Run 1, routed metal per tile:
The bar under the picture is 50 um long. 34 x 37 tiles, from black (low) to pale yellow (high), scaled to the fullest tile. Values are wire area over tile area, all layers added.
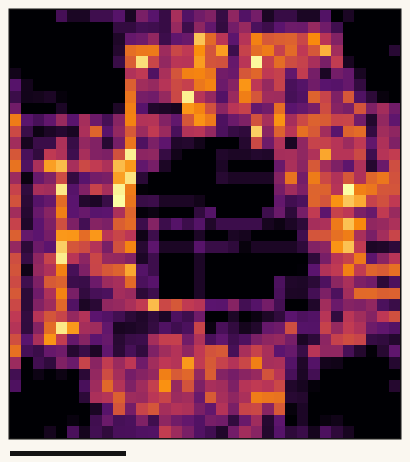
Run 1, where the registers sit:
Other sequential cells in the stronger grey, the rest of the logic in the fainter grey.
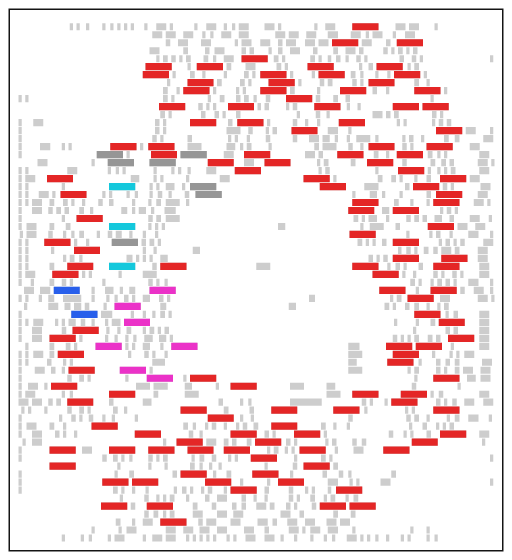
Run 1, placed cells, one colour a class:
Fill, decap, tap and diode cells in grey.
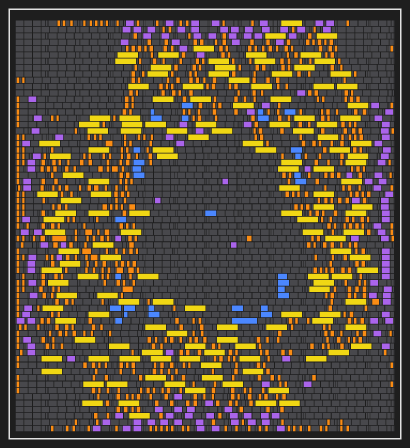
Run 1, cell placement:
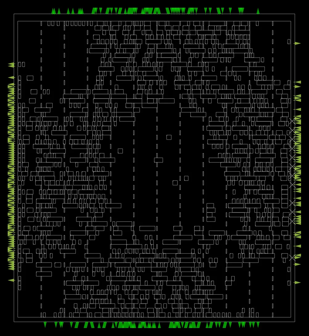
## config.mk

```make
export PLATFORM = sky130hd
export DESIGN_NAME = crc_check_core
export DESIGN_NICKNAME = d
export VERILOG_FILES = /design/src/rtl/crc_pkg.sv /design/src/rtl/crc3_step.sv /design/src/rtl/crc_check_core.sv
export SDC_FILE = /design/constraint.sdc
export NUM_CORES = 1
export LEC_CHECK = 0
export ABC_AREA = 1
export CELL_PAD_IN_SITES_DETAIL_PLACEMENT = 1
export CELL_PAD_IN_SITES_GLOBAL_PLACEMENT = 2
export CORE_ASPECT_RATIO = 1.1
export CORE_MARGIN = 2
export CORE_UTILIZATION = 26
export CTS_BUF_LIST = sky130_fd_sc_hd__clkbuf_8
export CTS_CLUSTER_SIZE = 24
export DETAILED_ROUTE_END_ITERATION = 12
export MAX_ROUTING_LAYER = met4
export PLACE_DENSITY = 0.91
export SLEW_MARGIN = 20
export SYNTH_ARGS = -nofsm -noshare
export SYNTH_HDL_FRONTEND = slang
export SYNTH_SLANG_ARGS = --single-unit
export TNS_END_PERCENT = 10
```

## constraint.sdc

```tcl
create_clock -name clk -period 7.9 [get_ports clk]
set_input_delay 2.37 -clock clk [delete_from_list [all_inputs] [get_ports clk]]
set_output_delay 2.37 -clock clk [all_outputs]
set_load 0.005 [all_outputs]
```

## src/rtl/crc_pkg.sv

```systemverilog
// Shared constants and state encoding for the CRC-3 generator and checker cores.
// Any change to the polynomial must be made here so both cores stay bit-identical.
package crc_pkg;

  localparam int              CRC_W    = 3;
  localparam logic [CRC_W-1:0] CRC_POLY = 3'b101;  // x^3 + x^2 + 1
  localparam int              DATA_W   = 128;

  typedef enum logic [1:0] {
    ST_IDLE    = 2'd0,
    ST_COMPUTE = 2'd1,
    ST_DONE    = 2'd2
  } crc_state_t;

endpackage

```

## src/rtl/crc3_step.sv

```systemverilog
// One MSB-first LFSR step of the CRC-3. Purely combinational so it can be chained
// several times in one cycle.
module crc3_step
  import crc_pkg::*;
(
  input  logic [CRC_W-1:0] i_crc,
  input  logic             i_d,
  output logic [CRC_W-1:0] o_crc
);

  logic w_fb;

  assign w_fb  = i_crc[CRC_W-1] ^ i_d;
  assign o_crc = {i_crc[CRC_W-2:0], 1'b0} ^ (w_fb ? CRC_POLY : {CRC_W{1'b0}});

endmodule

```

## src/rtl/crc_check_core.sv

```systemverilog
// Receive-side CRC-3 checker: recomputes the CRC of a 128-bit payload BPC bits per
// enabled cycle and reports the syndrome against the received CRC.
module crc_check_core
  import crc_pkg::*;
#(
  parameter int BPC = 1
) (
  input  logic              clk,
  input  logic              rst,
  input  logic              en,
  input  logic              start,
  input  logic [DATA_W-1:0] data_in,
  input  logic [CRC_W-1:0]  crc_in,
  output logic [DATA_W-1:0] data_out,
  output logic              crc_ok,
  output logic              busy,
  output logic              done
);

  localparam int N_CHUNKS = DATA_W / BPC;
  localparam int CNT_W    = (N_CHUNKS > 1) ? $clog2(N_CHUNKS) : 1;

  if (!(BPC == 1 || BPC == 2 || BPC == 4 || BPC == 8)) begin : g_bad_bpc
    $error("crc_check_core: BPC must be 1, 2, 4 or 8");
  end

  crc_state_t        r_state;
  crc_state_t        w_state_next;
  logic [DATA_W-1:0] r_data;
  logic [CRC_W-1:0]  r_rx_crc;
  logic [CRC_W-1:0]  r_crc;
  logic [CNT_W-1:0]  r_cnt;
  logic [CRC_W-1:0]  r_syndrome;
  logic              r_crc_ok;
  logic              w_last;
  logic [CRC_W-1:0]  w_crc_next;
  logic [CRC_W-1:0]  w_chain [0:BPC];

  // Chain BPC single-bit steps over the top BPC payload bits, MSB first.
  assign w_chain[0] = r_crc;
  for (genvar g = 0; g < BPC; g++) begin : g_step
    crc3_step u_step (
      .i_crc (w_chain[g]),
      .i_d   (r_data[DATA_W-1-g]),
      .o_crc (w_chain[g+1])
    );
  end
  assign w_crc_next = w_chain[BPC];

  assign w_last = (r_cnt == CNT_W'(N_CHUNKS - 1));

  // NOTE: every signal written here gets a default first, so no path can infer a latch.
  always_comb begin
    w_state_next = r_state;
    if (en) begin
      case (r_state)
        ST_IDLE:    if (start) w_state_next = ST_COMPUTE;
        ST_COMPUTE: if (w_last) w_state_next = ST_DONE;
        ST_DONE:    w_state_next = ST_IDLE;
        default:    w_state_next = ST_IDLE;
      endcase
    end
  end

  // NOTE: sequential state uses non-blocking assignments so all registers update together.
  always_ff @(posedge clk or posedge rst) begin
    if (rst) r_state <= ST_IDLE;
    else     r_state <= w_state_next;
  end

  always_ff @(posedge clk or posedge rst) begin
    if (rst) begin
      r_data     <= '0;
      r_rx_crc   <= '0;
      r_crc      <= '0;
      r_cnt      <= '0;
      r_syndrome <= '0;
      r_crc_ok   <= 1'b0;
    end else if (en) begin
      case (r_state)
        ST_IDLE: begin
          if (start) begin
            r_data     <= data_in;
            r_rx_crc   <= crc_in;
            r_crc      <= '0;
            r_cnt      <= '0;
            r_syndrome <= '0;
            r_crc_ok   <= 1'b0;
          end
        end
        ST_COMPUTE: begin
          r_crc  <= w_crc_next;
          r_data <= r_data << BPC;
          // Counter holds at the terminal value instead of wrapping.
          if (w_last) begin
            r_syndrome <= w_crc_next ^ r_rx_crc;
            r_crc_ok   <= (w_crc_next == r_rx_crc);
          end else begin
            r_cnt <= r_cnt + CNT_W'(1);
          end
        end
        default: ;
      endcase
    end
  end

  assign data_out = {{(DATA_W-CRC_W){1'b0}}, r_syndrome};
  assign crc_ok   = r_crc_ok;
  assign done     = (r_state == ST_DONE);
  assign busy     = (r_state != ST_IDLE);

endmodule

```

==> notes.md, run 1 <==
Quick summary of the implementation run below.

The flow ran to the end, but the final reports show violations. The final reports fail on DRC. Per STA, the endpoint of the critical path is r_data[33]$_DFFE_PP0P_. The CTS report gives the tree buffer count as 17. The compound-cell area share of the yosys netlist came out at 17.60%.

The register with the most flip-flops is r_data. The final clock skew came out at around 0.016 ns. The register bit total from synthesis is approximately 150. In this run the most critical hold path is launched from crc_ok$_DFFE_PP0P_. The wire length of the first global-routing pass is roughly 33000 um. After layout, the worst setup slack is between 3 and 4 ns.

The part of the total power dissipated in sequential elements is between 40% and 50%. The fraction of power consumed by the clock network came out at about 28%. The routed wire length on met2 came out at just over 10000 um. The clock sink total came out at around 150. The count of hold-fix buffers inserted at cts came out at 0. The share of the core filled with cells came out at roughly a third. The worst setup path is captured at a register. The clock reaches the later pin of the worst-skew pair after roughly 0.45 ns. After detailed routing, no signal wire sits above met4. The cell count after synthesis is about 950.

The floorplan step defined a core boundary enclosing roughly 29000 um^2. STA on the placed design reports a worst setup slack of 3.130 ns. Per the detail_route report, the via count comes to around 6300. The count of plain and timing-repair buffers in the layout came out at about 150.

After synthesis the cells add up to 7647 um^2. The y dimension of the die is 183.9 um. Per the log, the first TritonRoute iteration ended with a DRC count of 424. The clock tree from TritonCTS is built. The post-route worst hold slack is just under 0.5 ns.

The number of flops mapped to enable cells by yosys came out at 0. The flow inserted ~370 tap cells. The part of the cycle the worst path needs came out at a little over half. The minimum clock period after layout is 4.323 ns. The pin count of the biggest net entering global routing is just under 100. The multi-input combinational area share came out at approximately a third. Dividing total power by cell area gives a power density of between 200 and 250 nW/um^2. The total instance count after detailed placement is about 1400. The timing report attributes the biggest portion of critical-path delay to buffers and inverters.

By instance count after routing, the leading logic cell types are sky130_fd_sc_hd__a21oi_1 (254), sky130_fd_sc_hd__nand2_1 (181), sky130_fd_sc_hd__dfrtp_1 (147). By area, registers come first. There are roughly 150 flip-flops and latches.

The top cell type in the final layout, fill and taps aside, is sky130_fd_sc_hd__a21oi_1. On the reported timing paths, the clock transition at the registers reads 0.09 ns. The minimum setup slack among reg-to-reg paths is between 5 and 6 ns. The worst flop-to-flop path endpoint is r_crc[0]$_DFFE_PP0P_. The launching instance or port of the critical path is en. The leakage power total came out at a little over 0.004 uW. The end-of-flow timing check tallies setup violations at 0. The post-detailed-route wirelength per cell came out at 14.03 um.

For this run, the chip area from Yosys synthesis comes to around 7600 um^2. In the power breakdown, the biggest contributor is registers. For this run, design rule violations remaining after detail routing come to 12. The number of post-CTS setup repair buffers is 0. Looking at the hold checks, the worst path lands on crc_ok$_DFFE_PP0P_. The synthesis run shows the most used standard cells to be sky130_fd_sc_hd__a21oi_1 (254), sky130_fd_sc_hd__nand2_1 (181), sky130_fd_sc_hd__dfrtp_1 (147), sky130_fd_sc_hd__nor2_1 (138), sky130_fd_sc_hd__buf_4 (130).

The clock distribution area overhead in the final layout is approximately 4.1%. STA reports the tightest min-delay check as being of type register to register. The logic depth of the worst setup path including buffers is 6.

The fraction of final layout cells with drive strength greater than 1 came out at about 4.6%. The worst setup path is launched from a primary input. The multi-input combinational cell area came out at about 3200 um^2.

The sequential group power is 1010 uW. The global routing met1 resource utilization came out at between 15 and 20%. The area fraction of the dominant cell type after synthesis is between 40 and 50%.

The non-clock inverter instance count of the final layout is 18. Counting instances, the worst hold path has a depth of 2. The sum of routed wire length over all layers came out at a little over 20000 um.

The critical path in this run is classified as primary input to register. The cell type that accounts for the most area after synthesis is sky130_fd_sc_hd__dfrtp_1. The xor and xnor fraction of the mapped netlist area came out at less than 1%.

The final timing report lists a max-slew violation count of 0. The critical path's slowest cell is sky130_fd_sc_hd__buf_4. The switching power as a share of total power came out at around a third. After routing, the total negative slack on setup checks comes to 0 ns.

Routability-driven placement finished with a final weighted congestion of about 0.75. The cell-mix breakdown from Yosys lists the simple-gate area share as roughly 17%. The commonest register cell is sky130_fd_sc_hd__dfrtp_1. Per the final timing report, the hold violations number 0. The cell row count came out at approximately 65. The largest single stage delay on the critical path is roughly 0.7 ns. For reference, the critical path cell chain is clkdlybuf4s50_1, nand3_4, buf_4, buf_4, a21oi_1, a21oi_1. The detail route stage leaves a number of antenna-violating nets equal to 0. The share of cell area taken by muxes after synthesis is 0%. The floorplan step records an initial core utilization of 26.56%. The total of cells resized after clock tree synthesis came out at 0. The mean instance size in the synthesized netlist came out at approximately 8.0 um^2. The synthesis run identifies the leading combinational cell family as AND-OR/OR-AND gates. The die boundary width is 167.5 um. The actual slew at the worst max-slew pin is between 1 and 1.5 ns.

The global routing usage on met3 is ~2.6%. The met3 wire length is ~940 um. The sequential share of the synthesized area is about half. The clock group total power came out at 594 uW.

The combinational power share came out at approximately a quarter. The cell area after layout came out at approximately 9200 um^2. The first detailed-routing pass ran for 8 iterations. The number of levels the H-tree was split into is 4. Global routing consumed, on the met2 layer, between 20% and 30% of the routing resources. The highest net fanout along the worst path is roughly 69.

The post-layout net count is roughly 1200. Per the layout report, the design carries 17 clock buffers. In this run the count of I/O pins placed on the die edge is around 270. Setup repair after global routing left no endpoint under its margin.

The number of port buffers is approximately 140. The switching power of the nets came out at around 720 uW. The OpenROAD report gives the critical path a data arrival time of around 4.7 ns. The global-route usage over all layers is 13.53%. The fmax came out at between 0.2 and 0.25 GHz. The sum of internal, switching and leakage power is about 2100 uW.

The yosys warning tally is 0. The area occupied by registers came out at ~3700 um^2. The worst max-slew margin expressed relative to the limit is 30.85%. The largest buffer count on any clock path came out at 2. According to the floorplan report, the total die area is about 31000 um^2. The launch point of the worst register-to-register path is recorded as r_state[0]$_DFFE_PP0P_.

The depth of the worst register-to-register path is 6. The via count of the first global-routing pass is approximately 6600. The required arrival time at the worst endpoint came out at a little over 8 ns.

The total half-perimeter wirelength after legalization and detailed placement came out at around 13000 um. The timing report notes that buffer and inverter cells on the critical path total 3. The antenna diode count is 0. The global routing stage identified its most utilized layer as met2. The number of flip-flops in the largest register is 128. The number of logic gates is about 730.

The largest registers in the layout are r_data (128), r_cnt (7). For this run the aggregate overflow at the end of global routing stands at 0. The routed metal-1 wirelength is around 9100 um.

For this run the top cell type by instance count after synthesis was sky130_fd_sc_hd__a21oi_1. The cell-internal power is ~1400 uW. The fraction of cell area in non-clock buffers is 15.86%.

For reference, the top cells by area after synthesis are sky130_fd_sc_hd__dfrtp_1 (48%), sky130_fd_sc_hd__a21oi_1 (17%), sky130_fd_sc_hd__buf_4 (13%).
Back to the opening pictures, 'routed metal per tile':
emptiest ninth of the die: middle
nearly empty tiles: 22%
tiles over half the peak: 22%
fullest tile: 0.36
mean over tiles: 0.10

Back to the opening pictures, 'where the registers sit':
legend:
  r_cnt:
    colour: magenta
    sequential_cells: 7
  r_data:
    colour: red
    sequential_cells: 128
    where: widely spread
  r_state:
    colour: blue
    sequential_cells: 2
  r_crc:
    colour: cyan
    sequential_cells: 3
not coloured: 7

Back to the opening pictures, 'placed cells, one colour a class':
legend:
  clock drivers and dummy loads:
    colour: blue
    cells: 32
  other buffers and delay cells:
    colour: purple
    cells: 148
  flip-flops:
    colour: yellow
    cells: 147
  all other logic:
    colour: orange
    cells: 749

Back to the opening pictures, 'cell placement':
non-filler instance count after layout: 1444
sequential share of cell area: 39.91%

==> run 2, diff against run 1 <==
- clock period: 7.9 -> 4.1 ns (I/O delays scaled with it)
==> notes.md, run 2 <==
Quick summary of the implementation run below.

The minimum setup slack among reg-to-reg paths is 1.57 ns. Traced cell by cell, the critical path runs through inv_2, nand2_1, clkdlybuf4s50_1. The area occupied by registers came out at 3679 um^2. Counting the buffers created by CTS gives 17. The OpenROAD report gives the critical path a data arrival time of between 1.5 and 2 ns. The number of sequential cells came out at 147. The max-slew violation count came out at 0. The total vias in the final route is 6342.

The post-layout net count is between 1000 and 1500. The count of hold-fix buffers inserted at cts came out at 0. On the critical path the largest part of the delay comes from buffers and inverters. In the final layout, excluding clock buffers the buffer count is ~150. The multi-input combinational cell area is 3159 um^2. The global routing usage on met3 came out at under 10%.

The critical path buffer and inverter count is 2. The fraction of cell area in non-clock buffers came out at 16.38%. The number of I/O pins came out at between 200 and 300.

Looking at the reg2reg group, the worst path starts from r_state[0]$_DFFE_PP0P_. In the final layout, clock buffers and inverters account for under 10% of the cell area. The part of the cycle the worst path needs came out at 69.17%. The number of flops mapped to enable cells by yosys is 0. The cell count after synthesis came out at 953.

For the clock group, total power comes out at between 1000 and 1500 uW. The met2 usage in global routing came out at a little under a quarter. The simple-gate area share of the yosys netlist is about 17%. The count of cells in the finished layout, fillers not included, comes to 1445. The later pin in the worst-skew pair is clocked with a latency of 0.44 ns.

The initial cell density of the core came out at a little over a quarter. The post-synth design cell area is 7647 um^2. The clock buffer instance count of the final layout is 17. The register with the most flip-flops is r_data. In the final layout, the registers with the most flip-flops are r_data (128), r_cnt (7).

The switching power of the nets is 1372 uW. Static timing analysis puts the maximum clock frequency at roughly 0.35 GHz. The pin closest to its max-slew limit shows a slew of 1.015 ns. The maximum single-stage delay on the critical path is 0.46 ns. After synthesis, the most frequently instantiated cells are sky130_fd_sc_hd__a21oi_1 (254), sky130_fd_sc_hd__nand2_1 (181), sky130_fd_sc_hd__dfrtp_1 (147), sky130_fd_sc_hd__nor2_1 (138), sky130_fd_sc_hd__buf_4 (130). The clock transition at the register clock pins on the worst setup and hold paths after CTS came out at roughly 0.090 ns. Leaving out fill and tap cells, the most frequent cells in the layout are sky130_fd_sc_hd__a21oi_1 (254), sky130_fd_sc_hd__nand2_1 (181), sky130_fd_sc_hd__dfrtp_1 (147). The number of flip-flops in the largest register is around 130.

Adding up every negative setup slack in the final design gives 0 ns. The number of hold violations in the final report is 0. The number of port buffers is 140. The final-report setup violation count came out at 0. Wire segments on met3 add up to roughly 800 um in the final route. Per the summary, power density relative to cell area is 436.1 nW/um^2. The initialized floorplan defines roughly 65 standard-cell rows. The antenna diode count came out at 0. Setup repair after global routing left no endpoint under its margin.

The compound-cell area share of the yosys netlist is 17.60%. Among the non-sequential cells, AND-OR/OR-AND gates take the most area. The startpoint type of the worst setup path is a register. Per report_power, the Sequential row totals around 2000 uW.

The number of cells on the worst hold path is listed as 2. Of the total standard cell area in the layout, the sequential portion is 39.66%. The biggest area consumer among cell classes is registers. The share of the core filled with cells came out at 32.22%. TritonCTS built the clock tree.

The dominant power group in this design is registers. Per the OpenROAD timing report, the critical path contains 3 cells. The combinational power share came out at approximately a quarter. The via count of the first global-routing pass came to ~6500. The fraction of final layout cells with drive strength greater than 1 is between 4 and 5%. The final clock skew is 0.01375 ns. The mean instance size in the synthesized netlist is 8.024 um^2.

The residual antenna-violating net count after detailed routing came out at 0. The total of cells resized after clock tree synthesis came out at 0. The total instance count after detailed placement is ~1400. The final reports fail on DRC. The horizontal die dimension reported for this design is 167.5 um. The multi-input combinational area share came out at 34.06%.

The run finished, with violations left. The share of cell area taken by muxes after synthesis came out at 0%. The iteration tally of the first detailed-router pass is 8. The final weighted congestion in routability-driven placement is about 0.74. Entering global routing, the biggest net connects 148 pins. The clock sink total is between 100 and 150.

Counting only logic cells after layout, the most numerous master is sky130_fd_sc_hd__a21oi_1. The remaining global-route overflow is 0. For the worst reg-to-reg path, the endpoint reported by OpenROAD is r_crc[1]$_DFFE_PP0P_. The first global-routing pass estimated approximately 32000 um of wire. The post-placement setup slack is around 1.1 ns. Detailed placement ended at an HPWL of 12920 um. After detailed routing, no signal wire sits above met4. The DRC violations left is 12. The main area contributors are sky130_fd_sc_hd__dfrtp_1 (48%), sky130_fd_sc_hd__a21oi_1 (17%), sky130_fd_sc_hd__buf_4 (13%). The cell-internal power is around 2700 uW. The fraction of power consumed by the clock network came out at ~28%.

Subtracting the final worst setup slack from the clock period gives roughly 2.8 ns. The global-route usage over all layers is 13.32%. The type of destination of the critical path is an output pin.

Counting along the longest clock path gives a buffer depth of 2. The well tap count is 368. The summed standard-cell area reported by yosys is roughly 7600 um^2. The post-route worst hold slack is about 0.5 ns. The leakage component of the power was reported as 0.004147 uW. The number of logic gates is roughly 730. The non-clock inverter instance count of the final layout is 18. The core area came out at approximately 29000 um^2. The required arrival time at the worst endpoint is between 2 and 3 ns. The critical path in this run is classified as register to output pin. Summing all non-filler instances in the final layout gives an area of between 9000 and 10000 um^2. The highest net fanout along the worst path came out at 6. Setup slack closes at roughly 1.3 ns. Looking at the cell usage after synthesis, the top flip-flop cell is sky130_fd_sc_hd__dfrtp_1. In this run, the synthesized area fraction spent on xor and xnor cells is recorded as 0.3436%. The register bit total from synthesis is 147.

The capture point of the critical path was reported as busy. The worst max-slew margin expressed relative to the limit came out at 32.33%. The die area is slightly above 30000 um^2. The routed metal-1 wirelength came out at between 8000 and 9000 um. The global routing met1 resource utilization is 16.43%. Among all cell types in the netlist, the one instantiated most often is sky130_fd_sc_hd__a21oi_1.

The violation count after the first detailed-route iteration came out at roughly 340. For hold timing, the worst endpoint is r_syndrome[0]$_DFFE_PP0P_.
Run 2, where the registers sit:
Other sequential cells in the stronger grey, the rest of the logic in the fainter grey.
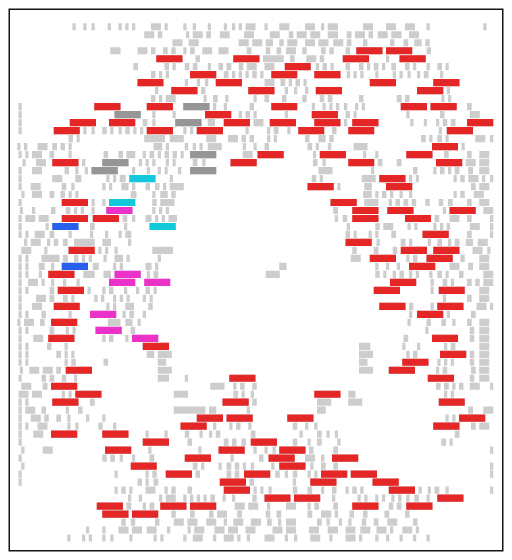
legend:
  r_data:
    colour: red
    sequential_cells: 128
    where: widely spread
  r_state:
    colour: blue
    sequential_cells: 2
  r_cnt:
    colour: magenta
    sequential_cells: 7
    where: left middle
  r_crc:
    colour: cyan
    sequential_cells: 3
not coloured: 7

==> run 3, diff against run 2 <==
- clock period: 4.1 -> 2.8 ns (I/O delays scaled with it)
==> notes.md, run 3 <==
Quick summary of the implementation run below.

After synthesis, the largest area contributor takes up between 40% and 50% of total cell area. The global routing usage on met3 is ~2.3%. The total instance count after detailed placement is roughly 1400. The minimum setup slack among reg-to-reg paths came out at around 0.87 ns. The worst max-slew margin expressed relative to the limit is between 50% and 60%.

Averaged over all synthesized cells, the footprint is approximately 8.0 um^2. The flow ran to the end, but the final reports show violations. Measured along the y axis, the die boundary spans ~180 um. Counting every sink on the clock net gives about 150. The finished layout holds 1446 standard cells, fillers aside. The congestion estimate from routability-driven global placement came to 0.7582. The end of the critical path is busy. The sum of internal, switching and leakage power is a little over 6000 uW. The cell taking the most area after synthesis is sky130_fd_sc_hd__dfrtp_1. The total vias in the final route came out at approximately 6400. For reference, the top cells by area after synthesis are sky130_fd_sc_hd__dfrtp_1 (48%), sky130_fd_sc_hd__a21oi_1 (17%), sky130_fd_sc_hd__buf_4 (13%). The most used standard cell by instance count after synthesis is sky130_fd_sc_hd__a21oi_1. The setup total negative slack came out at 0 ns.

Per the OpenROAD floorplan log, the area of the die is around 31000 um^2. The number of flip-flops in the largest register came out at 128. The maximum single-stage delay on the critical path came out at roughly 0.51 ns.

Detailed placement finished with a half-perimeter wire length of between 10000 and 15000 um. The number of hold violations in the final report is 0. The max-slew violation count is 0.

The cell area after layout is roughly 9400 um^2. The number of sequential cells is approximately 150. The combinational power share came out at a little under a quarter. The sequential share of the synthesized area came out at approximately half.

The iteration tally of the first detailed-router pass came out at 8. Setup repair after global routing left no endpoint under its margin. TritonCTS built the clock tree. The clock latency of the later-clocked register in the worst-skew pair is approximately 0.45 ns.

The global routing met1 resource utilization came out at 16.09%. The final reports fail on DRC. The area recorded from the Yosys report for this design is ~7600 um^2. The start-to-end type of the worst setup path is register to output pin. The most common flop cell mapped by yosys is sky130_fd_sc_hd__dfrtp_1. In this run the top signal layer used is met4.

The count of plain and timing-repair buffers in the layout is roughly 150. The cell count after synthesis came out at approximately 950. The die boundary width came out at around 170 um.

The final clock skew came out at 0.01449 ns. The initial cell density of the core is 26.56%. Per the STA report, the cell with the highest stage delay on the worst path is sky130_fd_sc_hd__clkdlybuf4s50_1. For reference, the mux area share after synthesis is 0%.

The switching power as a share of total power came out at approximately a third. The actual slew at the worst max-slew pin came out at roughly 0.66 ns. The top cell type in the final layout, fill and taps aside, is sky130_fd_sc_hd__a21oi_1. The sequential group power is about 2900 uW. The part of the cycle the worst path needs came out at 87.13%. At the placement stage, the worst setup path has a slack of approximately 0.37 ns. The number of port buffers is between 100 and 150. The minimum clock period after layout came out at 2.440 ns. The post-layout net count is 1201. The met3 wire length is between 900 and 1000 um. The biggest power consumer among the groups is registers. Hold timing on the final database bottoms out at a slack of between 0.4 and 0.5 ns. During tapcell insertion the tool placed roughly 370 well taps. The multi-input combinational cell area is between 3000 and 4000 um^2. The global-route usage over all layers is a little over an eighth. The fraction of cell area in non-clock buffers came out at between 10% and 20%. The residual antenna-violating net count after detailed routing came out at 0. For hold timing, the worst endpoint is r_syndrome[2]$_DFFE_PP0P_. The busiest metal layer after global routing is met2. The DRC violations left is 12. The pin count of the biggest net entering global routing is 135. The number of buffers created by CTS is 17. The multi-input combinational area share is 33.64%. The post-synth design cell area came out at 7647 um^2. More flip-flops sit in one register than any other, and that register is r_data. The fraction of power consumed by the clock network is 30.5%. The most critical setup path has its startpoint at r_state[0]$_DFFE_PP0P_.

By count the netlist is led by sky130_fd_sc_hd__a21oi_1 (254), sky130_fd_sc_hd__nand2_1 (181), sky130_fd_sc_hd__dfrtp_1 (147), sky130_fd_sc_hd__nor2_1 (138), sky130_fd_sc_hd__buf_4 (130). In this run, post-CTS repair resized a total of 0 instances. The dominant combinational cell family by area after synthesis is AND-OR/OR-AND gates. The register bit total from synthesis is 147. The number of post-CTS setup repair buffers is 0.

In this run the power spent charging and discharging nets is just over 2000 uW. After clock tree synthesis, the flow added hold-fix buffers numbering 0. In the post-route report, total wirelength is listed as around 20000 um. The non-clock inverter instance count of the final layout is 18. The power per unit of standard cell area came out at 656.3 nW/um^2.

The largest registers in the layout are r_data (128), r_cnt (7). The number of flops mapped to enable cells by yosys came out at 0. The post-placement cell area is between 8000 and 9000 um^2. The share of the core filled with cells is 32.62%. The via count of the first global-routing pass came out at approximately 6700.

The routed metal-1 wirelength came out at slightly below 9000 um. The fraction of final layout cells with drive strength greater than 1 came out at about 4.7%. The core area came out at 28790 um^2. According to the cell report, the number of logic gates is roughly 730. Grouping stages by cell kind, the critical path spends the most delay in buffers and inverters.

Per the area breakdown, the dominant cell category is registers. In this run the critical path is formed by inv_2, nand2_1, clkdlybuf4s50_1. The worst register-to-register path ends at r_data[44]$_DFFE_PP0P_. In this run the most critical hold path is launched from r_syndrome[2]$_DFFE_PP0P_.

The xor and xnor fraction of the mapped netlist area came out at less than 1%. The fraction of area in registers came out at between 30% and 40%. The number of I/O pins came out at 266.

The wire length of the first global-routing pass came out at 32440 um. The number of different library cells used by synthesis comes to 25. Note that the worst hold path type here is register to register.

The script reports the combined buffer and inverter count of the critical path as 2. The clock transition at the register clock pins on the worst setup and hold paths after CTS came out at approximately 0.1 ns. Per the log, the first TritonRoute iteration ended with a DRC count of roughly 250. The area occupied by registers is around 3700 um^2.

Leaving out fill and tap cells, the most frequent cells in the layout are sky130_fd_sc_hd__a21oi_1 (254), sky130_fd_sc_hd__nand2_1 (181), sky130_fd_sc_hd__dfrtp_1 (147). The fmax came out at 0.4099 GHz. The part of the total power dissipated in sequential elements came out at 46.3%.

The antenna diode count is 0. The routed wire length on met2 came out at about 9900 um. The Yosys step of the flow raised 0 warnings.

The startpoint type of the worst setup path is a register. The highest net fanout along the worst path came out at 6. The H-tree was split into 4 levels. met2 track demand over resource after global routing is 22.57%. The clock buffer instance count of the final layout is 18. The required arrival time at the worst endpoint came out at between 1.5 and 2 ns. The area fraction in full adders, half adders and majority gates came out at less than 1%. The compound-cell area share of the yosys netlist is between 15 and 20%.

The logic depth of the worst setup path including buffers is 3. The cell-internal power is just over 4000 uW. The post-detailed-route wirelength per cell is 13.71 um.

The simple-gate area share of the yosys netlist is 16.97%. The critical path in the final layout is reported with a setup slack of between 0.3 and 0.4 ns. The cell row count came out at around 65.

The depth of the worst register-to-register path is 6. Per the GRT congestion report, total overflow comes to 0.
Run 3, zoomed window:
The bar under the picture is 20 um long. Region (17, 21) to (67, 71) um. Cells in grey, sequential cells in the stronger grey; small squares are vias.
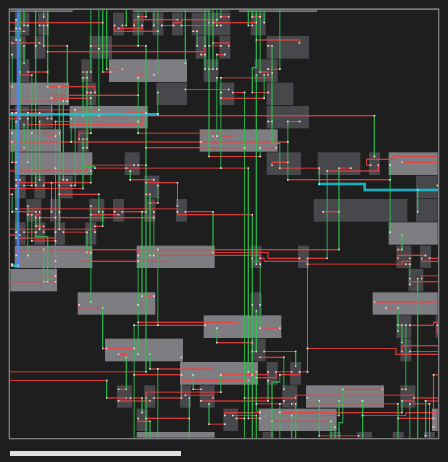
legend:
  met1:
    colour: red
  met3:
    colour: cyan
  met2:
    colour: green
  met4:
    colour: blue
netlist names of flops here include: r_data (16), r_cnt (2)
sequential cells in the window: 18
cells with their middle in the window: 84
most frequent: nand2_1 (20), a21oi_1 (19), dfrtp_1 (18)

Power figures rest on the tool's default switching activity, not on a simulated workload.
